**Run 1: routed metal, one color a layer**

Scale: 4 px per um.
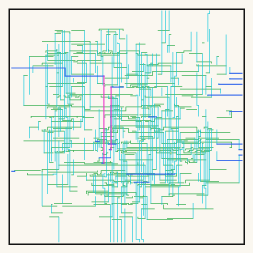
**Run 1: clock routing**

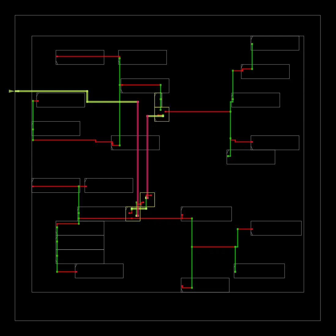
**Run 1: cell classes on the final placement**

Scale: 4 px per um.
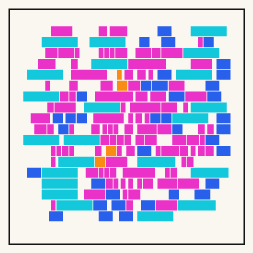
File: config.mk
export PLATFORM = sky130hd
export DESIGN_NAME = seq_det_sched
export DESIGN_NICKNAME = d
export VERILOG_FILES = /design/src/rtl/seq_det_sched.sv
export SDC_FILE = /design/constraint.sdc
export NUM_CORES = 1
export LEC_CHECK = 0
export CORE_MARGIN = 3
export CORE_UTILIZATION = 46
export CTS_CLUSTER_SIZE = 8
export DETAILED_ROUTE_END_ITERATION = 8
export GPL_ROUTABILITY_DRIVEN = 0
export GPL_TIMING_DRIVEN = 0
export PLACE_DENSITY = 0.75
export SYNTH_ARGS = -nofsm -noshare
export SYNTH_HDL_FRONTEND = slang
export SYNTH_SLANG_ARGS = --single-unit
export TNS_END_PERCENT = 100
File: constraint.sdc
create_clock -name clk -period 1.85 [get_ports clk]
set_clock_uncertainty 0.1 [all_clocks]
set_input_delay 0.37 -clock clk [delete_from_list [all_inputs] [get_ports clk]]
set_output_delay 0.37 -clock clk [all_outputs]
set_load 0.005 [all_outputs]
File: src/rtl/seq_det_sched.sv
// Round-robin scheduler sharing one consecutive-ones run detector between NUM_REQ serial lanes.
// Optional idle-timeout abort is enabled by defining SEQ_DET_TIMEOUT_EN.
module seq_det_sched #(
    parameter int NUM_REQ  = 4,
    parameter int RUN_LEN  = 4,
    parameter int MAX_BITS = 16,
    parameter int TIMEOUT  = 8
) (
    input  logic                       clk,
    input  logic                       rst,
    input  logic [NUM_REQ-1:0]         req,
    input  logic [NUM_REQ-1:0]         bit_in,
    input  logic [NUM_REQ-1:0]         bit_vld,
    output logic [NUM_REQ-1:0]         gnt,
    output logic                       busy,
    output logic                       det,
    output logic [$clog2(NUM_REQ)-1:0] det_id,
    output logic                       done,
    output logic                       tmo
);

    localparam int ID_W  = $clog2(NUM_REQ);
    localparam int RUN_W = $clog2(RUN_LEN);
    localparam int CNT_W = $clog2(MAX_BITS + 1);

    localparam logic [RUN_W-1:0] RUN_LAST = RUN_W'(RUN_LEN - 1);
    localparam logic [CNT_W-1:0] BIT_LAST = CNT_W'(MAX_BITS - 1);

    localparam logic [1:0] S_IDLE = 2'd0;
    localparam logic [1:0] S_RUN  = 2'd1;
    localparam logic [1:0] S_REL  = 2'd2;

    logic [1:0]       state;
    logic [ID_W-1:0]  last;
    logic [ID_W-1:0]  cur;
    logic [ID_W-1:0]  pick;
    logic             found;
    logic [RUN_W-1:0] run_cnt;
    logic [CNT_W-1:0] bit_cnt;
    logic             accept;
    logic             one_in;
    logic             det_now;
    logic             max_now;
    logic             tmo_now;
    logic             release_now;

    // Round-robin search starting just after the most recently released lane.
    always_comb begin
        pick  = '0;
        found = 1'b0;
        for (int k = 1; k <= NUM_REQ; k++) begin
            logic [ID_W-1:0] cand;
            cand = ID_W'((int'(last) + k) % NUM_REQ);
            if (!found && req[cand]) begin
                pick  = cand;
                found = 1'b1;
            end
        end
    end

    assign accept  = gnt[cur] & bit_vld[cur];
    assign one_in  = bit_in[cur];
    assign det_now = accept & one_in & (run_cnt == RUN_LAST);
    assign max_now = accept & (bit_cnt == BIT_LAST);

`ifdef SEQ_DET_TIMEOUT_EN
    localparam int TMO_W = $clog2(TIMEOUT + 1);
    localparam logic [TMO_W-1:0] TMO_LAST = TMO_W'(TIMEOUT - 1);

    logic [TMO_W-1:0] idle_cnt;
    logic             tmo_q;

    assign tmo_now = ~accept & (idle_cnt == TMO_LAST);
    assign tmo     = tmo_q;

    // Idle counter only runs while a grant is live; any accepted bit restarts it.
    always_ff @(posedge clk or posedge rst) begin
        if (rst) begin
            idle_cnt <= '0;
            tmo_q    <= 1'b0;
        end else begin
            tmo_q <= (state == S_RUN) & tmo_now;
            if (state != S_RUN || accept || tmo_now)
                idle_cnt <= '0;
            else
                idle_cnt <= idle_cnt + 1'b1;
        end
    end
`else
    assign tmo_now = 1'b0;
    assign tmo     = 1'b0;
`endif

    // The bit accepted on the releasing edge is still counted toward det_now/max_now.
    assign release_now = det_now | max_now | ~req[cur] | tmo_now;

    always_ff @(posedge clk or posedge rst) begin
        if (rst) begin
            state   <= S_IDLE;
            gnt     <= '0;
            busy    <= 1'b0;
            det     <= 1'b0;
            det_id  <= '0;
            done    <= 1'b0;
            last    <= ID_W'(NUM_REQ - 1);
            cur     <= '0;
            run_cnt <= '0;
            bit_cnt <= '0;
        end else begin
            det  <= 1'b0;
            done <= 1'b0;
            case (state)
                S_IDLE: begin
                    if (found) begin
                        gnt     <= NUM_REQ'(1) << pick;
                        cur     <= pick;
                        busy    <= 1'b1;
                        run_cnt <= '0;
                        bit_cnt <= '0;
                        state   <= S_RUN;
                    end
                end
                S_RUN: begin
                    if (accept) begin
                        bit_cnt <= bit_cnt + 1'b1;
                        run_cnt <= one_in ? run_cnt + 1'b1 : '0;
                    end
                    if (release_now) begin
                        gnt     <= '0;
                        done    <= 1'b1;
                        last    <= cur;
                        run_cnt <= '0;
                        bit_cnt <= '0;
                        det     <= det_now;
                        if (det_now)
                            det_id <= cur;
                        state   <= S_REL;
                    end
                end
                S_REL: begin
                    busy  <= 1'b0;
                    state <= S_IDLE;
                end
                default: begin
                    gnt   <= '0;
                    busy  <= 1'b0;
                    state <= S_IDLE;
                end
            endcase
        end
    end

endmodule

==> flow_summary.yaml, run 1 <==
# generated from flow reports
finish:
  largest_class: "multi-input combinational cells"
  final_nets: 184
  logic_gates: 93
  area_growth_pct: 41.6
  fillers: 194
  lay_top_count: "clkdlybuf4s50_1"
clock_network:
  htreeDepth: 1
  cts-buffers-inserted: 3
  clkTransAtPathRegs_ns: 0.12
status:
  violations: "negative setup slack"
  status: "complete, but fails checks"
detailed_routing:
  drc: 0
  drt-wirelength-per-cell_um: 15.6
  vias_per_cell: 5.48
  vias: 1075
  first_pass_iters: 4
power_and_ir_drop:
  internal_power_mw: 1.46
  power_density_mw_per_mm2: 1370
  p_comb_frac: 0.580
  power.group.top: "combinational cells"
timing:
  finalSetupViolCount: 17
  setup_tns_ns: -2.02
  fmaxAchievable_mhz: 488
  finalHoldViolCount: 0
  fin_ws_ns: -0.201
  maxSlewViolCount: 0
placed_design:
  hpwl_um: 2120
floorplan:
  dieArea_mm2: 0.00341
  die-height_um: 58.4
  die_w_um: 58.4
  rows: 18
run:
  cap_violations: 0
setup_path:
  reg2reg_from: "bit_cnt[1]"
  r2r_slack_ns: -0.20
  criticalPathCategory: "reg -> reg"
  worstPathArrival_ns: 2.20
  cp.required_ns: 2.00
  rr_endpoint: "run_cnt[0]"
synthesis:
  xor_share: 0
  yosys.cell_types.count: 43
  yosysWarnings: 0
  ys_cells: 128
  ys_seq_share: 0.438
  logic_family: "simple AND/OR/NAND/NOR gates"
  fa_ha_area_frac: 0.0298
  simple_gate_share: 0.192
  synth.cellmix.compoundShare: 0.173
  synth_flops: 22
  area_leaders: "dfrtp_1, nand2_1, dfstp_2"
  netlist_instances: 128
global_route:
  antenna_found_initial: 0
  grt_max_degree: 23
Notes on 'routed metal, one color a layer' above:
magenta -> M4  # wire length 37.4 um
green -> M1  # wire length 1320 um
cyan -> M2  # wire length 1610 um
blue -> M3  # wire length 89.2 um

Notes on 'clock routing' above:
clock buf count: 4
Late-Pin Clk Latency: 0.30 ns
sequential cell count: 22

Notes on 'cell classes on the final placement' above:
orange -> clock drivers and dummy loads  # cells 4, share of their area 1.5%
cyan -> registers  # cells 22, share of their area 32%
blue -> remaining buffers and delay cells  # cells 37, share of their area 20%
magenta -> remaining logic cells  # cells 103, share of their area 47%

## run 1: sequential cells by signal (all words and copies together), names as in the netlist
register / flops
busy: 1
cur: 2
state: 2
last: 2
det_id: 2
run_cnt: 2
done: 1
gnt: 4
bit_cnt: 5
det: 1
## run 1: metal layers
| layer | vias up | share of wire | track usage |
|---|---|---|---|
| li1 | 529 | - | - |
| met1 | 517 | 0.43 | 0.235 |
| met2 | 25 | 0.53 | 0.314 |
| met3 | 4 | 0.029 | 0.0219 |
| met4 | 0 | 0.012 | 0.0662 |
| met5 | - | 0 | 0 |
## run 1: stage by stage
step	power, mW	hold slack (ns)	worst slack, ns	utilization	instances
CTS	2.33	0.412	-0.190	0.677	194
detailed placement	1.84	0.382	-0.494	0.610	180
floorplan	1.49	0.258	-0.101	-	128
global route	2.60	0.450	-0.258	0.702	196
finish	2.44	0.414	-0.201	0.702	196
global placement	1.80	0.368	-0.451	0.610	180
## run 1: worst max-delay path: stages, from the launching register on
cell,delay [ns]
dfrtp_1,0.42
ha_2,0.19
and3_4,0.18
ha_4,0.16
a221oi_4,0.24
o211ai_4,0.17
or3b_4,0.42
o21ai_2,0.12
## run 1: worst min-delay path by stage
stage	endpoint	from	depth (start not counted)
after CTS	det_id[1]	det_id[1]	1
final	run_cnt[1]	run_cnt[1]	2
after detailed placement	det_id[1]	det_id[1]	1
after floorplan	bit_cnt[0]	rst	1
after global placement	det_id[1]	det_id[1]	1
after global routing	run_cnt[1]	run_cnt[1]	2
## run 1: timing repair
action / in CTS / in global routing
gates resized: 14 / 11
pin swaps: 8 / 4
buffers inserted: 10 / 2
endpoints found under the setup margin: 15 / 18
**Run 1: I/O pins on the die edge**

Scale: 6 px per um. Pins as bars across the die edge, other pins in gray.
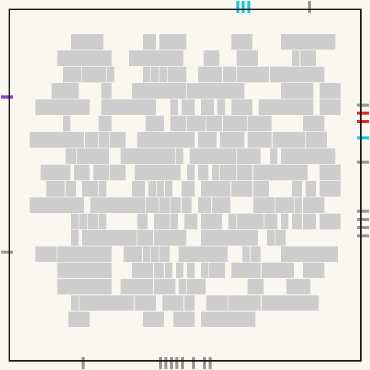

==> run 1 -> run 2 <==
--- a/config.mk
+++ b/config.mk
@@ -6,12 +6,12 @@
 export NUM_CORES = 1
 export LEC_CHECK = 0
 export CORE_MARGIN = 3
-export CORE_UTILIZATION = 46
+export CORE_UTILIZATION = 55
 export CTS_CLUSTER_SIZE = 8
 export DETAILED_ROUTE_END_ITERATION = 8
 export GPL_ROUTABILITY_DRIVEN = 0
 export GPL_TIMING_DRIVEN = 0
-export PLACE_DENSITY = 0.75
+export PLACE_DENSITY = 0.84
 export SYNTH_ARGS = -nofsm -noshare
 export SYNTH_HDL_FRONTEND = slang
 export SYNTH_SLANG_ARGS = --single-unit
==> constraint.sdc (replaced) <==
create_clock -name clk -period 2.4 [get_ports clk]
set_clock_uncertainty 0.1 [all_clocks]
set_input_delay 0.48 -clock clk [delete_from_list [all_inputs] [get_ports clk]]
set_output_delay 0.48 -clock clk [all_outputs]
set_load 0.005 [all_outputs]
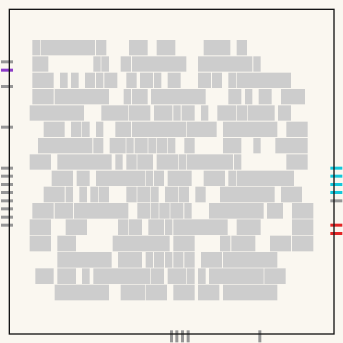
**Above:** run 2 (I/O pins on the die edge).
Scale: 6 px per um. Pins as bars across the die edge, other pins in gray.
red -> `det_id`  # pins 2, direction output, edge right
purple -> `clk`  # pins 1, direction input, edge left
cyan -> `bit_in`  # pins 4, direction input, edge right
all pins by edge = 12 left, 7 right, 5 bottom

==> run 2 against run 1 <==
Effect of this change:
- combinational power decreased by 45%
- clock power is 26% lower
- synthesized area did not move
- largest power group unchanged
- hold slack worse by 0.010 ns
- the flow now finishes without violations
==> flow_summary.yaml, run 2 <==
# generated from flow reports
synthesis:
  top_cells_by_count: "dfrtp_1, nand2_1, inv_1"
  ys_area_mm2: 0.00126
  simple_gate_share: 0.192
  area_leaders: "dfrtp_1, nand2_1, dfstp_2"
  ys_cells: 128
  fa_ha_area_frac: 0.0298
  synth_flops: 22
  ys_seq_share: 0.438
  yosysWarnings: 0
  yosys.cell_types.count: 43
  synth.cellmix.compoundShare: 0.173
  logic_family: "simple AND/OR/NAND/NOR gates"
  edf_count: 0
  xor_share: 0
  synth_area_leader_cell: "dfrtp_1"
  netlist_instances: 128
  ff_type: "dfrtp_1"
global_route:
  grt_pass1_vias: 1090
  grt_max_degree: 23
  antenna_found_initial: 0
  grt_pass1_wl_um: 4540
power_and_ir_drop:
  power_density_mw_per_mm2: 1010
  internal_power_mw: 0.922
  clkPwrFrac: 0.108
  swShare: 0.409
  pwr-share-seq: 0.395
  power.group.top: "combinational cells"
  power_switching_mw: 0.638
  p_comb_frac: 0.497
  power_sequential_mw: 0.616
placed_design:
  place_inst: 177
  hpwl_um: 2160
finish:
  reg_top3: "bit_cnt (5), gnt (4)"
  antenna_cells: 0
  area_growth_pct: 22.2
  fin_cells: 181
  drive_above_1_share: 0.110
  largest-register: "bit_cnt"
  fillers: 157
  final_nets: 172
  lay_top_count: "clkdlybuf4s50_1"
  largest_register_ffs: 5
floorplan:
  die-height_um: 53.9
  rows: 16
  dieArea_mm2: 0.00290
  initCoreUtil: 0.612
  die_w_um: 53.9
setup_path:
  cp-start-kind: "flip-flop"
  criticalPathCategory: "reg -> reg"
  worstPathArrival_ns: 2.47
  worstPathCellList: "ha_1 -> and3_1 -> ha_1 -> a221oi_4 -> nor2_1 -> o21ai_1 -> mux2_1"
  cp_top_family: "AND-OR/OR-AND gates"
  path_max_fanout: 4
  cp.depth: 7
  cp-end-kind: "flip-flop"
  crit_top_cell: "ha_1"
  slowest_stage: "dfrtp_1"
  worst_path_largest_cell_delay_ns: 0.43
  cp.buffers_inverters: 0
  cp.required_ns: 2.53
timing:
  fmaxAchievable_mhz: 428
  period_needed_ns: 2.34
  min_period_over_period: 0.973
  timing.hold.ws_ns: 0.404
  setup_tns_ns: 0
  maxSlewViolCount: 0
  finalSetupViolCount: 0
  finalHoldViolCount: 0
run:
  cap_violations: 0
status:
  status: "finished, final reports clean"
clock_network:
  cts.repair.resized: 0
  clockBufferDepth: 2
  cts-buffers-inserted: 3
  cts_setup_buffers: 0
  htreeDepth: 1
  clk_latency_ns: 0.30
  clkTransAtPathRegs_ns: 0.12
  ctsHoldBuffers: 0
min_path:
  holdPathStages: 1
detailed_routing:
  vias_per_cell: 6.06
  vias: 1096
  drc: 0
  drt-wirelength-per-cell_um: 15.3
  first_pass_iters: 4
run 2: cell counts after synthesis:
Identical to the previous run, type by type.
run 2: layout make-up:
cell class / count / area (um^2) / share of cell area
inverter: 10 / 37.5 / 0.0244
clock buffer: 4 / 26.3 / 0.0170
tap: 27 / 33.8 / 0.0219
timing repair buffer: 22 / 220 / 0.143
sequential: 22 / 553 / 0.359
multi-input combinational: 93 / 651 / 0.422
buffer: 3 / 20.0 / 0.0130
run 2: cells by family (layout without fill, tap and decap cells):
family	Yosys count	after routing
flops	22	22
simple gates	48	48
buf+inv	13	39
mux	12	12
other cells	1	1
compound gates	29	29
fa+ha+maj	3	3
run 2: per-layer routing:
metal,vias to the layer above,GRT usage,wire [um],part of all wire
li1,504,-,-,-
met1,525,0.262,1150,0.41
met2,58,0.387,1370,0.50
met3,9,0.0388,201,0.073
met4,0,0.0681,46,0.017
met5,-,0,0,0
run 2: path summary, 6_finish.rpt:
kind | end | start | slack (ns)
hold reg to reg | det_id[0] | det_id[0] | 0.40
hold / removal | det_id[0] | det_id[0] | 0.40
setup / recovery | last[0] | bit_cnt[0] | 0.06
min in group asynchronous | bit_cnt[0] | rst | 0.52
max in group asynchronous | det_id[0] | rst | 1.17
setup reg to reg | last[0] | bit_cnt[0] | 0.06
run 2: per-stage QoR:
| step | total power [mW] | utilization | instance area (um^2) | worst slack, ns |
|---|---|---|---|---|
| 2_1_floorplan | 1.12 | - | 1260 | 0.366 |
| 3_3_place_gp | 1.34 | 0.735 | 1520 | -0.0479 |
| 3_5_place_dp | 1.39 | 0.735 | 1520 | -0.101 |
| 4_1_cts | 1.56 | 0.748 | 1540 | 0.0853 |
| 5_1_grt | 1.67 | 0.748 | 1540 | 0.00914 |
| 6_report | 1.56 | 0.748 | 1540 | 0.0641 |
**Run 2: routed metal, one color a layer**

Scale: 4 px per um.
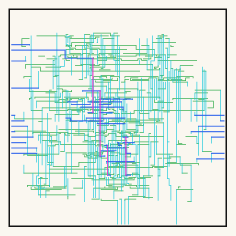

==> run 2 -> run 3 <==
--- a/config.mk
+++ b/config.mk
@@ -6,12 +6,13 @@
 export NUM_CORES = 1
 export LEC_CHECK = 0
 export CORE_MARGIN = 3
-export CORE_UTILIZATION = 55
+export CORE_UTILIZATION = 41
 export CTS_CLUSTER_SIZE = 8
 export DETAILED_ROUTE_END_ITERATION = 8
+export DONT_BUFFER_PORTS = 1
 export GPL_ROUTABILITY_DRIVEN = 0
 export GPL_TIMING_DRIVEN = 0
-export PLACE_DENSITY = 0.84
+export PLACE_DENSITY = 0.55
 export SYNTH_ARGS = -nofsm -noshare
 export SYNTH_HDL_FRONTEND = slang
 export SYNTH_SLANG_ARGS = --single-unit
==> constraint.sdc (replaced) <==
create_clock -name clk -period 2.8 [get_ports clk]
set_clock_uncertainty 0.1 [all_clocks]
set_input_delay 0.56 -clock clk [delete_from_list [all_inputs] [get_ports clk]]
set_output_delay 0.56 -clock clk [all_outputs]
set_load 0.005 [all_outputs]
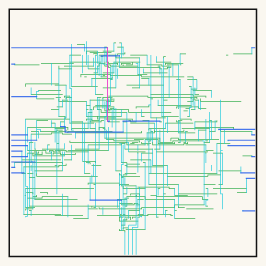
**Above:** run 3 (routed metal, one color a layer).
Scale: 4 px per um.
green -> M1  # wire length 1270 um
blue -> M3  # wire length 133 um
cyan -> M2  # wire length 1000 um
magenta -> M4  # wire length 18.4 um

==> run 3 against run 2 <==
Effect of this change:
- via count decreased by 16%
- synthesized area is the same
- cell count shrank 9.9%
- clock power up 6%
- synthesized cell count did not move
- sequential cell count stayed put
- utilization down 28 points
- highest routed layer unchanged
- first-iteration DRC count did not move
==> flow_summary.yaml, run 3 <==
# generated from flow reports
synthesis:
  yosys.cell_types.count: 43
  edf_count: 0
  ys_seq_share: 0.438
  ff_type: "dfrtp_1"
  netlist_instances: 128
  ys_cells: 128
  area_leaders: "dfrtp_1, nand2_1, dfstp_2"
  yosysWarnings: 0
  synth_area_leader_cell: "dfrtp_1"
  synth_flops: 22
floorplan:
  initCoreUtil: 0.442
  rows: 19
  die-height_um: 61.5
  dieArea_mm2: 0.00378
  die_w_um: 61.5
setup_path:
  crit_top_cell: "ha_1"
  reg2reg_from: "bit_cnt[0]"
  crit_end: "last[1]"
  criticalPathCategory: "reg -> reg"
  slowest_stage: "dfrtp_1"
  cp-start-kind: "flip-flop"
  path_max_fanout: 4
  cp.required_ns: 2.95
  worstPathArrival_ns: 2.36
  cp-end-kind: "flip-flop"
  crit_path_start: "bit_cnt[0]"
  r2r_slack_ns: 0.58
  worstPathCellList: "ha_1 -> and3_1 -> ha_1 -> a221oi_4 -> nor2_1 -> o21ai_1 -> mux2_1"
  rr_endpoint: "last[1]"
  worst_path_largest_cell_delay_ns: 0.43
clock_network:
  clk_latency_ns: 0.31
  clockBufferDepth: 2
  clkTransAtPathRegs_ns: 0.13
  ctsHoldBuffers: 0
  cts.repair.resized: 0
detailed_routing:
  vias: 926
  first_pass_iters: 4
  vias_per_cell: 5.68
  highest_layer: "met4"
  drt-wirelength-per-cell_um: 14.8
  drc: 0
timing:
  fmaxAchievable_mhz: 451
  period_needed_ns: 2.22
  fin_ws_ns: 0.583
  finalSetupViolCount: 0
  setup_tns_ns: 0
  min_period_over_period: 0.792
  finalHoldViolCount: 0
finish:
  largest-register: "bit_cnt"
  logic_area_um2: 651
  reg_top3: "bit_cnt (5), gnt (4)"
  fillers: 269
  area_growth_pct: 5.95
status:
  status: "finished, final reports clean"
placed_design:
  hpwl_um: 1840
  detailedPlace.worstSlack_ns: 0.602
global_route:
  grt_pass1_vias: 855
  grt_pass1_wl_um: 3930
  antenna_found_initial: 0
power_and_ir_drop:
  power_density_mw_per_mm2: 936
-- run 3: layer usage --
metal  vias up  track usage
li1        462            -
met1       434        0.206
met4         0       0.0303
met5         -            0
met2        28        0.213
met3         2       0.0482
-- run 3: area by class of cell --
class,instances,share of cell area
Buffer,3,0.0150
Inverter,10,0.0281
Multi-Input combinational cell,93,0.487
Clock buffer,4,0.0272
Tap cell,31,0.0290
Sequential cell,22,0.414
-- run 3: worst min-delay path by stage --
stage	startpoint	end	slack [ns]
floorplan	run_cnt[1]	run_cnt[1]	0.36
global placement	run_cnt[1]	run_cnt[1]	0.39
CTS	rst	busy	0.22
global route	rst	busy	0.23
detailed placement	bit_cnt[0]	bit_cnt[0]	0.40
finish	rst	bit_cnt[1]	0.18
-- run 3: kinds of logic after synthesis --
| family | synth area share |
|---|---|
| simple gates | 0.192 |
| compound gates | 0.173 |
| flops | 0.438 |
| buf+inv | 0.0456 |
| mux | 0.118 |
| fa+ha+maj | 0.0298 |
| other cells | 0.00297 |
-- run 3: power breakdown --
part           switching, mW  internal [mW]
registers              0.102          0.426
clock network         0.0992         0.0795
logic                  0.312          0.231
-- run 3: through the flow --
step	cell area (um^2)	total power [mW]	std cells	utilization	hold WS, ns
finish	1340	1.25	163	0.468	0.185
global route	1340	1.36	163	0.468	0.232
CTS	1340	1.27	163	0.468	0.221
detailed placement	1300	1.09	159	0.456	0.399
global placement	1300	1.08	159	0.456	0.388
floorplan	1260	0.960	128	-	0.360
-- run 3: critical path: cells and delay by family (launching register included) --
family / cells / cell delay, ns
AOI/OAI and AO/OA: 2 / 0.55
adders and majority gates: 2 / 0.45
DFF: 1 / 0.43
muxes: 1 / 0.35
and+or+nand+nor: 2 / 0.26

==> screenshots <==
Cell area per tile.
image #1
Scale: 6 px per um. 6 x 6 tiles, from black (low) to pale yellow (high), 0 to 100% covered.
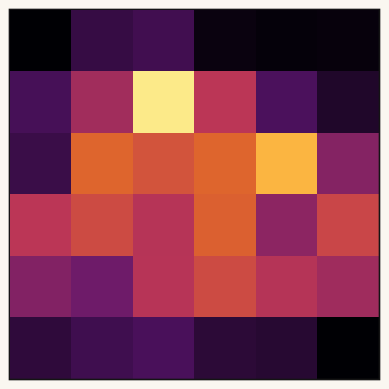
image #2
Scale: 6 px per um. 11 x 11 tiles, from black (low) to pale yellow (high), 0 to 100% covered.
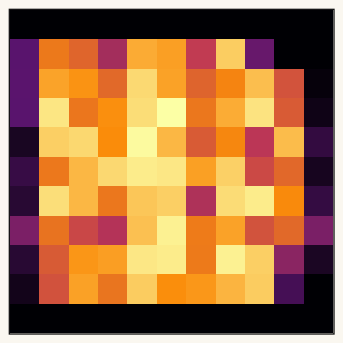
image #3
Scale: 6 px per um. 12 x 12 tiles, from black (low) to pale yellow (high), 0 to 100% covered.
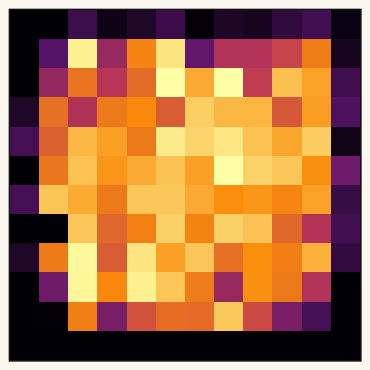
run 3 -> image #1
run 2 -> image #2
run 1 -> image #3
- lowest utilization: image #1

Power and IR drop assume default switching activity.
